### The metal 2 layer

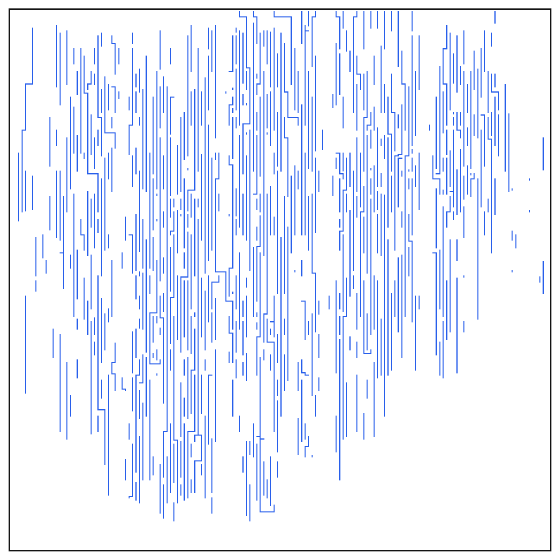
### Clock wiring as the flow saved it

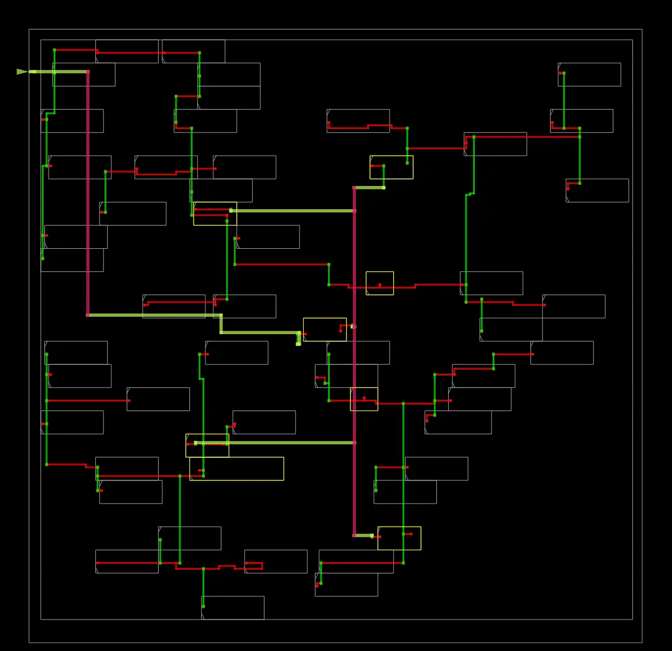
### Signal wires on met1

Bar = 20 um.
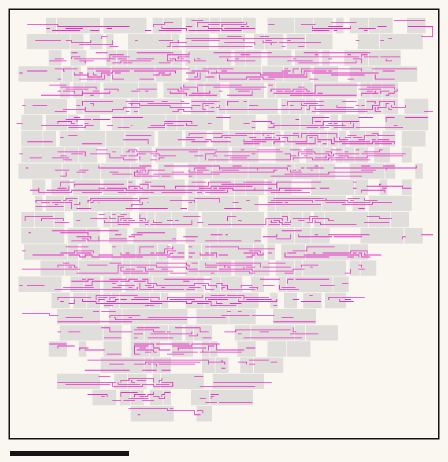
### Met4 routing

Bar = 20 um.
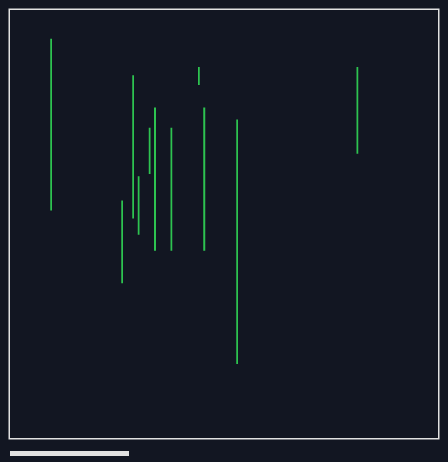
### M3 wires

Bar = 20 um.
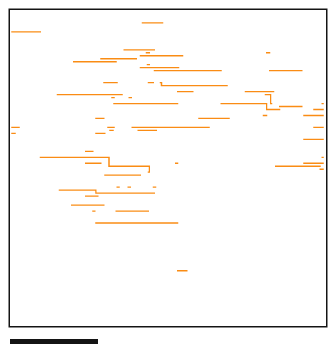
===== src/rtl/wash_cycle_timer_if.sv =====
// rtl/wash_cycle_timer_if.sv - control/status bundle between the controller FSM and the phase timer
interface wash_cycle_timer_if #(
  parameter int DUR_W = 8
);
  logic [1:0]     clk_freq;
  logic           start;
  logic [DUR_W-1:0] duration;
  logic           double_time;
  logic           timer_pause;
  logic           abort;
  logic [DUR_W:0] remaining;
  logic           busy;
  logic           sec_tick;
  logic           timer_finish;

  modport slave (
    input  clk_freq, start, duration, double_time, timer_pause, abort,
    output remaining, busy, sec_tick, timer_finish
  );

  modport master (
    output clk_freq, start, duration, double_time, timer_pause, abort,
    input  remaining, busy, sec_tick, timer_finish
  );
endinterface


===== src/rtl/wash_cycle_timer.sv =====
// rtl/wash_cycle_timer.sv - per-phase countdown with clock-scaled prescaler, pause, abort and restart
module wash_cycle_timer #(
  parameter int BASE_TICKS = 1_000_000,
  parameter int DUR_W      = 8
) (
  input  logic              clk,
  input  logic              rst_n,
  wash_cycle_timer_if.slave bus
);
  localparam int CNT_W = $clog2(BASE_TICKS * 8);

  // Prescaler terminal values (P-1) for each clock scaling; P-1 always fits in CNT_W bits.
  localparam logic [CNT_W-1:0] PM_X1 = CNT_W'(BASE_TICKS - 1);
  localparam logic [CNT_W-1:0] PM_X2 = CNT_W'(BASE_TICKS * 2 - 1);
  localparam logic [CNT_W-1:0] PM_X4 = CNT_W'(BASE_TICKS * 4 - 1);
  localparam logic [CNT_W-1:0] PM_X8 = CNT_W'(BASE_TICKS * 8 - 1);

  typedef enum logic [1:0] {
    ST_IDLE,
    ST_RUN,
    ST_PAUSED
  } state_t;

  state_t           r_state;
  logic [CNT_W-1:0] r_cnt;
  logic [CNT_W-1:0] r_pmax;
  logic [DUR_W:0]   r_rem;
  logic             r_busy;
  logic             r_tick;
  logic             r_fin;

  state_t           w_state_nxt;
  logic [CNT_W-1:0] w_cnt_nxt;
  logic [CNT_W-1:0] w_pmax_nxt;
  logic [DUR_W:0]   w_rem_nxt;
  logic             w_tick_nxt;
  logic             w_fin_nxt;
  logic [DUR_W:0]   w_eff;
  logic [CNT_W-1:0] w_pmax_sel;

  assign w_eff = bus.double_time ? {bus.duration, 1'b0} : {1'b0, bus.duration};

  always_comb begin
    w_pmax_sel = PM_X1;
    case (bus.clk_freq)
      2'd0:    w_pmax_sel = PM_X1;
      2'd1:    w_pmax_sel = PM_X2;
      2'd2:    w_pmax_sel = PM_X4;
      default: w_pmax_sel = PM_X8;
    endcase
  end

  always_comb begin
    w_state_nxt = r_state;
    w_cnt_nxt   = r_cnt;
    w_pmax_nxt  = r_pmax;
    w_rem_nxt   = r_rem;
    w_tick_nxt  = 1'b0;
    w_fin_nxt   = 1'b0;

    if (bus.abort) begin
      w_state_nxt = ST_IDLE;
      w_cnt_nxt   = '0;
      w_rem_nxt   = '0;
    end else if (bus.start) begin
      w_cnt_nxt = '0;
      if (w_eff == '0) begin
        w_state_nxt = ST_IDLE;
        w_rem_nxt   = '0;
        w_fin_nxt   = 1'b1;
      end else begin
        w_state_nxt = ST_RUN;
        w_rem_nxt   = w_eff;
        w_pmax_nxt  = w_pmax_sel;
      end
    end else if (r_state != ST_IDLE) begin
      // The release cycle out of PAUSED counts, so each paused cycle costs exactly one cycle.
      if (bus.timer_pause) begin
        w_state_nxt = ST_PAUSED;
      end else begin
        w_state_nxt = ST_RUN;
        if (r_cnt == r_pmax) begin
          w_cnt_nxt  = '0;
          w_rem_nxt  = r_rem - (DUR_W+1)'(1);
          w_tick_nxt = 1'b1;
          if (r_rem == (DUR_W+1)'(1)) begin
            w_fin_nxt   = 1'b1;
            w_state_nxt = ST_IDLE;
          end
        end else begin
          w_cnt_nxt = r_cnt + CNT_W'(1);
        end
      end
    end
  end

  always_ff @(posedge clk) begin
    if (!rst_n) begin
      r_state <= ST_IDLE;
      r_cnt   <= '0;
      r_pmax  <= '0;
      r_rem   <= '0;
      r_busy  <= 1'b0;
      r_tick  <= 1'b0;
      r_fin   <= 1'b0;
    end else begin
      r_state <= w_state_nxt;
      r_cnt   <= w_cnt_nxt;
      r_pmax  <= w_pmax_nxt;
      r_rem   <= w_rem_nxt;
      r_busy  <= (w_state_nxt != ST_IDLE);
      r_tick  <= w_tick_nxt;
      r_fin   <= w_fin_nxt;
    end
  end

  assign bus.remaining    = r_rem;
  assign bus.busy         = r_busy;
  assign bus.sec_tick     = r_tick;
  assign bus.timer_finish = r_fin;
endmodule


===== src/flat_wrapper.sv =====
// flat-port wrapper written by rule: the top's interface ports become plain ports
module wash_cycle_timer_flat 
#(
  parameter int BASE_TICKS = 1_000_000,
  parameter int DUR_W      = 8
)
  (clk, rst_n, bus_clk_freq, bus_start, bus_duration, bus_double_time, bus_timer_pause, bus_abort, bus_remaining, bus_busy, bus_sec_tick, bus_timer_finish);
  wash_cycle_timer_if #(.DUR_W(DUR_W)) bus_i ();
  input  logic clk;
  input  logic rst_n;
  input wire logic [$bits(bus_i.clk_freq)-1:0] bus_clk_freq;
  input wire logic [$bits(bus_i.start)-1:0] bus_start;
  input wire logic [$bits(bus_i.duration)-1:0] bus_duration;
  input wire logic [$bits(bus_i.double_time)-1:0] bus_double_time;
  input wire logic [$bits(bus_i.timer_pause)-1:0] bus_timer_pause;
  input wire logic [$bits(bus_i.abort)-1:0] bus_abort;
  output wire logic [$bits(bus_i.remaining)-1:0] bus_remaining;
  output wire logic [$bits(bus_i.busy)-1:0] bus_busy;
  output wire logic [$bits(bus_i.sec_tick)-1:0] bus_sec_tick;
  output wire logic [$bits(bus_i.timer_finish)-1:0] bus_timer_finish;
  assign bus_i.clk_freq = bus_clk_freq;
  assign bus_i.start = bus_start;
  assign bus_i.duration = bus_duration;
  assign bus_i.double_time = bus_double_time;
  assign bus_i.timer_pause = bus_timer_pause;
  assign bus_i.abort = bus_abort;
  assign bus_remaining = bus_i.remaining;
  assign bus_busy = bus_i.busy;
  assign bus_sec_tick = bus_i.sec_tick;
  assign bus_timer_finish = bus_i.timer_finish;
  wash_cycle_timer #(.BASE_TICKS(BASE_TICKS), .DUR_W(DUR_W)) u_core (.clk(clk), .rst_n(rst_n), .bus(bus_i));
endmodule

===== config.mk =====
export PLATFORM = sky130hd
export DESIGN_NAME = wash_cycle_timer_flat
export DESIGN_NICKNAME = d
export VERILOG_FILES = /design/src/rtl/wash_cycle_timer_if.sv /design/src/rtl/wash_cycle_timer.sv /design/src/flat_wrapper.sv
export SDC_FILE = /design/constraint.sdc
export NUM_CORES = 1
export LEC_CHECK = 0
export CAP_MARGIN = 20
export CORE_UTILIZATION = 50
export CTS_CLUSTER_DIAMETER = 50
export DETAILED_ROUTE_END_ITERATION = 12
export GPL_TIMING_DRIVEN = 0
export PLACE_DENSITY = 0.81
export SETUP_SLACK_MARGIN = 0.2
export SYNTH_ARGS = -nofsm -noshare
export SYNTH_HDL_FRONTEND = slang
export SYNTH_SLANG_ARGS = --single-unit

===== constraint.sdc =====
create_clock -name clk -period 2.3 [get_ports clk]
set_clock_uncertainty 0.2 [all_clocks]
set_input_delay 0.69 -clock clk [delete_from_list [all_inputs] [get_ports clk]]
set_output_delay 0.69 -clock clk [all_outputs]
set_load 0.05 [all_outputs]

==> impl_metrics.py <==
# Physical implementation metrics
metrics = {
    "outcome": {
        "status": "complete, but fails checks",
        "violations": "negative setup slack",
    },
    "yosys": {
        "simple_gate_share_pct": 29.40,
        "synth_warnings": 0,
        "yosysTopAreaCellShare_pct": 38.45,
        "flop_cell": "dfxtp_1",
        "edf_count": 0,
        "async_flop_share_pct": 0,
        "synthTopCellsByCount": "dfxtp_1 (47), nor2_1 (40), nand2_1 (21)",
        "synth.logic.top_family": "simple AND/OR/NAND/NOR gates",
        "fp_nets": 309,
        "top_cells_by_area": "dfxtp_1 (38%), xor2_1 (6.4%), nor2_1 (6.1%), xnor2_1 (4.3%), nand3_1 (3.5%)",
        "netlist_instances": 290,
        "fa_ha_area_share_pct": 1.534,
        "netlist_area_sq_um": 2447,
        "synth_top_cell_by_count": "dfxtp_1",
    },
    "timing": {
        "setup_ws_ns": -0.2158,
        "final.setup.tns_ns": -6.166,
        "max_freq_mhz": 397.5,
        "hold_viol_final": 0,
        "setup_viol": 35,
        "slew_violations": 0,
        "tightest_slew_ns": 0.6018,
        "holdWs_ns": 0.3361,
        "max_slew_margin_pct": 59.51,
        "rsz0062_at_grt": "true",
        "fin_crit_sh_pct": 109.4,
    },
    "cells_and_area": {
        "lay_top_count": "dfxtp_1",
        "sh_seq_area_pct": 28.42,
        "fin_util_pct": 70.57,
        "finish.cell_count_without_fillers": 412,
        "comb-cell-share_pct": 49.36,
        "comb_cells": 224,
        "inverters": 6,
        "dominant_cells": "combinational gates",
        "logic_area_sq_um": 1645,
        "nonClkBufAreaFrac_pct": 15.54,
        "clock_area_share_pct": 3.491,
        "design_area_sq_um": 3333,
        "antenna_cells": 0,
        "fin_nets": 363,
        "regArea_sq_um": 947.2,
    },
    "floorplan": {
        "num_tap_cells": 67,
        "pin_count": 28,
        "fp-row-count": 25,
        "core-area_sq_um": 4723,
        "die_x_um": 71.96,
        "chipArea_sq_um": 5178,
    },
    "setup_path": {
        "ff2ff_path_depth": 9,
        "crit_chain": "buf_2 > or4_1 > a22oi_2 > nand3_4 > nor3_4 > or3_4 > buf_8 > buf_8 > nor2_2",
        "cp.depth": 9,
        "crit_fanout": 8,
        "critPathBufInv": 3,
        "cp-end-kind": "register",
        "critPathRequiredTime_ns": 2.30,
        "critical_path_class": "reg -> reg",
        "rrSetupSlack_ns": -0.22,
        "critPathLaunch": "u_core.r_cnt[4]",
        "r2r-start": "u_core.r_cnt[4]",
        "crit_family": "simple AND/OR/NAND/NOR gates",
        "cp-start-kind": "register",
        "cpMaxStageDelayCell": "or4_1",
        "endpoint": "u_core.r_cnt[0]",
    },
    "pwr": {
        "combinationalPowerShare_pct": 18.2,
        "internal_power_w": 0.001302,
        "power_leakage_nw": 1.243,
        "power_frac_seq_pct": 46.6,
        "totalPowerFinal_w": 0.001820,
        "power.switching_w": 0.0005183,
        "pwr_density_cell_nw_per_um2": 546.0,
        "switching_share_pct": 28.48,
        "clkPwrFrac_pct": 35.2,
    },
    "clocking": {
        "hold_buffers": 0,
        "cts_max_level": 2,
        "ctsLongestPathBuffers": 2,
        "ctsResizeCount": 54,
        "root_buffer": "clkbuf_8",
        "cts_tree": "built",
        "cts_setup_buffers": 10,
    },
    "place": {
        "pre_cts_ws_ns": -0.6836,
        "gp_congestion": 0.8216,
        "dp_hpwl_mm": 4.010,
        "port_buffers": 25,
        "place_inst": 382,
        "placed_area_sq_um": 2816,
    },
    "global_route": {
        "grt_pass1_vias": 2157,
        "grt_pass1_wl_mm": 9.770,
        "grt_max_degree": 17,
    },
    "worst_hold_path": {
        "hold_path.class": "reg -> reg",
        "whs_endpoint": "u_core.r_pmax[18]",
        "worstHoldStart": "u_core.r_pmax[18]",
    },
    "drt": {
        "route.detailed.drc": 0,
        "vias": 2409,
        "ant_nets": 0,
        "dr.pass1.iters": 5,
        "post_drt_wl_per_cell_um": 16.63,
        "routed_wirelength_mm": 6.851,
    },
    "job": {
        "cap_violations": 0,
    },
}
Notes on 'The metal 2 layer' above:
longest straight run: 45.9 um
nets with wire on the layer: 334
share of all routed wire: 52%
main direction: vertical
wire length on this layer: 3570 um

Notes on 'Clock wiring as the flow saved it' above:
Worst-Skew Late Latency: 0.32 ns
seq_cells: 47
P_clk: 0.000641 W
total CTS buffers: 5
CLK BUF: 5

Notes on 'Signal wires on met1' above:
share of all routed wire: 40%
wire length on this layer: 2740 um
main direction: horizontal
nets with wire on the layer: 336

Notes on 'Met4 routing' above:
share of all routed wire: 3.1%
longest straight run: 40.8 um
main direction: vertical
wire length on this layer: 209 um
nets with wire on the layer: 11

Notes on 'M3 wires' above:
longest straight run: 18.6 um
nets with wire on the layer: 42
main direction: horizontal
share of all routed wire: 4.8%
wire length on this layer: 330 um

[registers in the layout (all words and copies together) (netlist names)]
name / count
u_core.r_state: 2
u_core.r_pmax: 10
u_core.bus.sec_tick: 1
u_core.bus.timer_finish: 1
u_core.bus.busy: 1
u_core.bus.remaining: 9
u_core.r_cnt: 23
[power by group through the flow]
stage / registers, W / clock network (W) / logic [W]
finish: 0.000847 / 0.000641 / 0.000331
floorplan: 0.000888 / 0 / 0.000144
global placement: 0.000865 / 0 / 0.000240
CTS: 0.000846 / 0.000645 / 0.000266
detailed placement: 0.000866 / 0 / 0.000244
global route: 0.000849 / 0.000680 / 0.000352
[per-layer routing]
layer	track usage [%]	vias to the layer above	share of wire, %
met3	5.000	25	4.8
met2	41.19	84	52
met1	29.61	1162	40
met5	0	-	0
met4	10.68	0	3.0
li1	-	1138	-
Power and IR drop assume default switching activity.
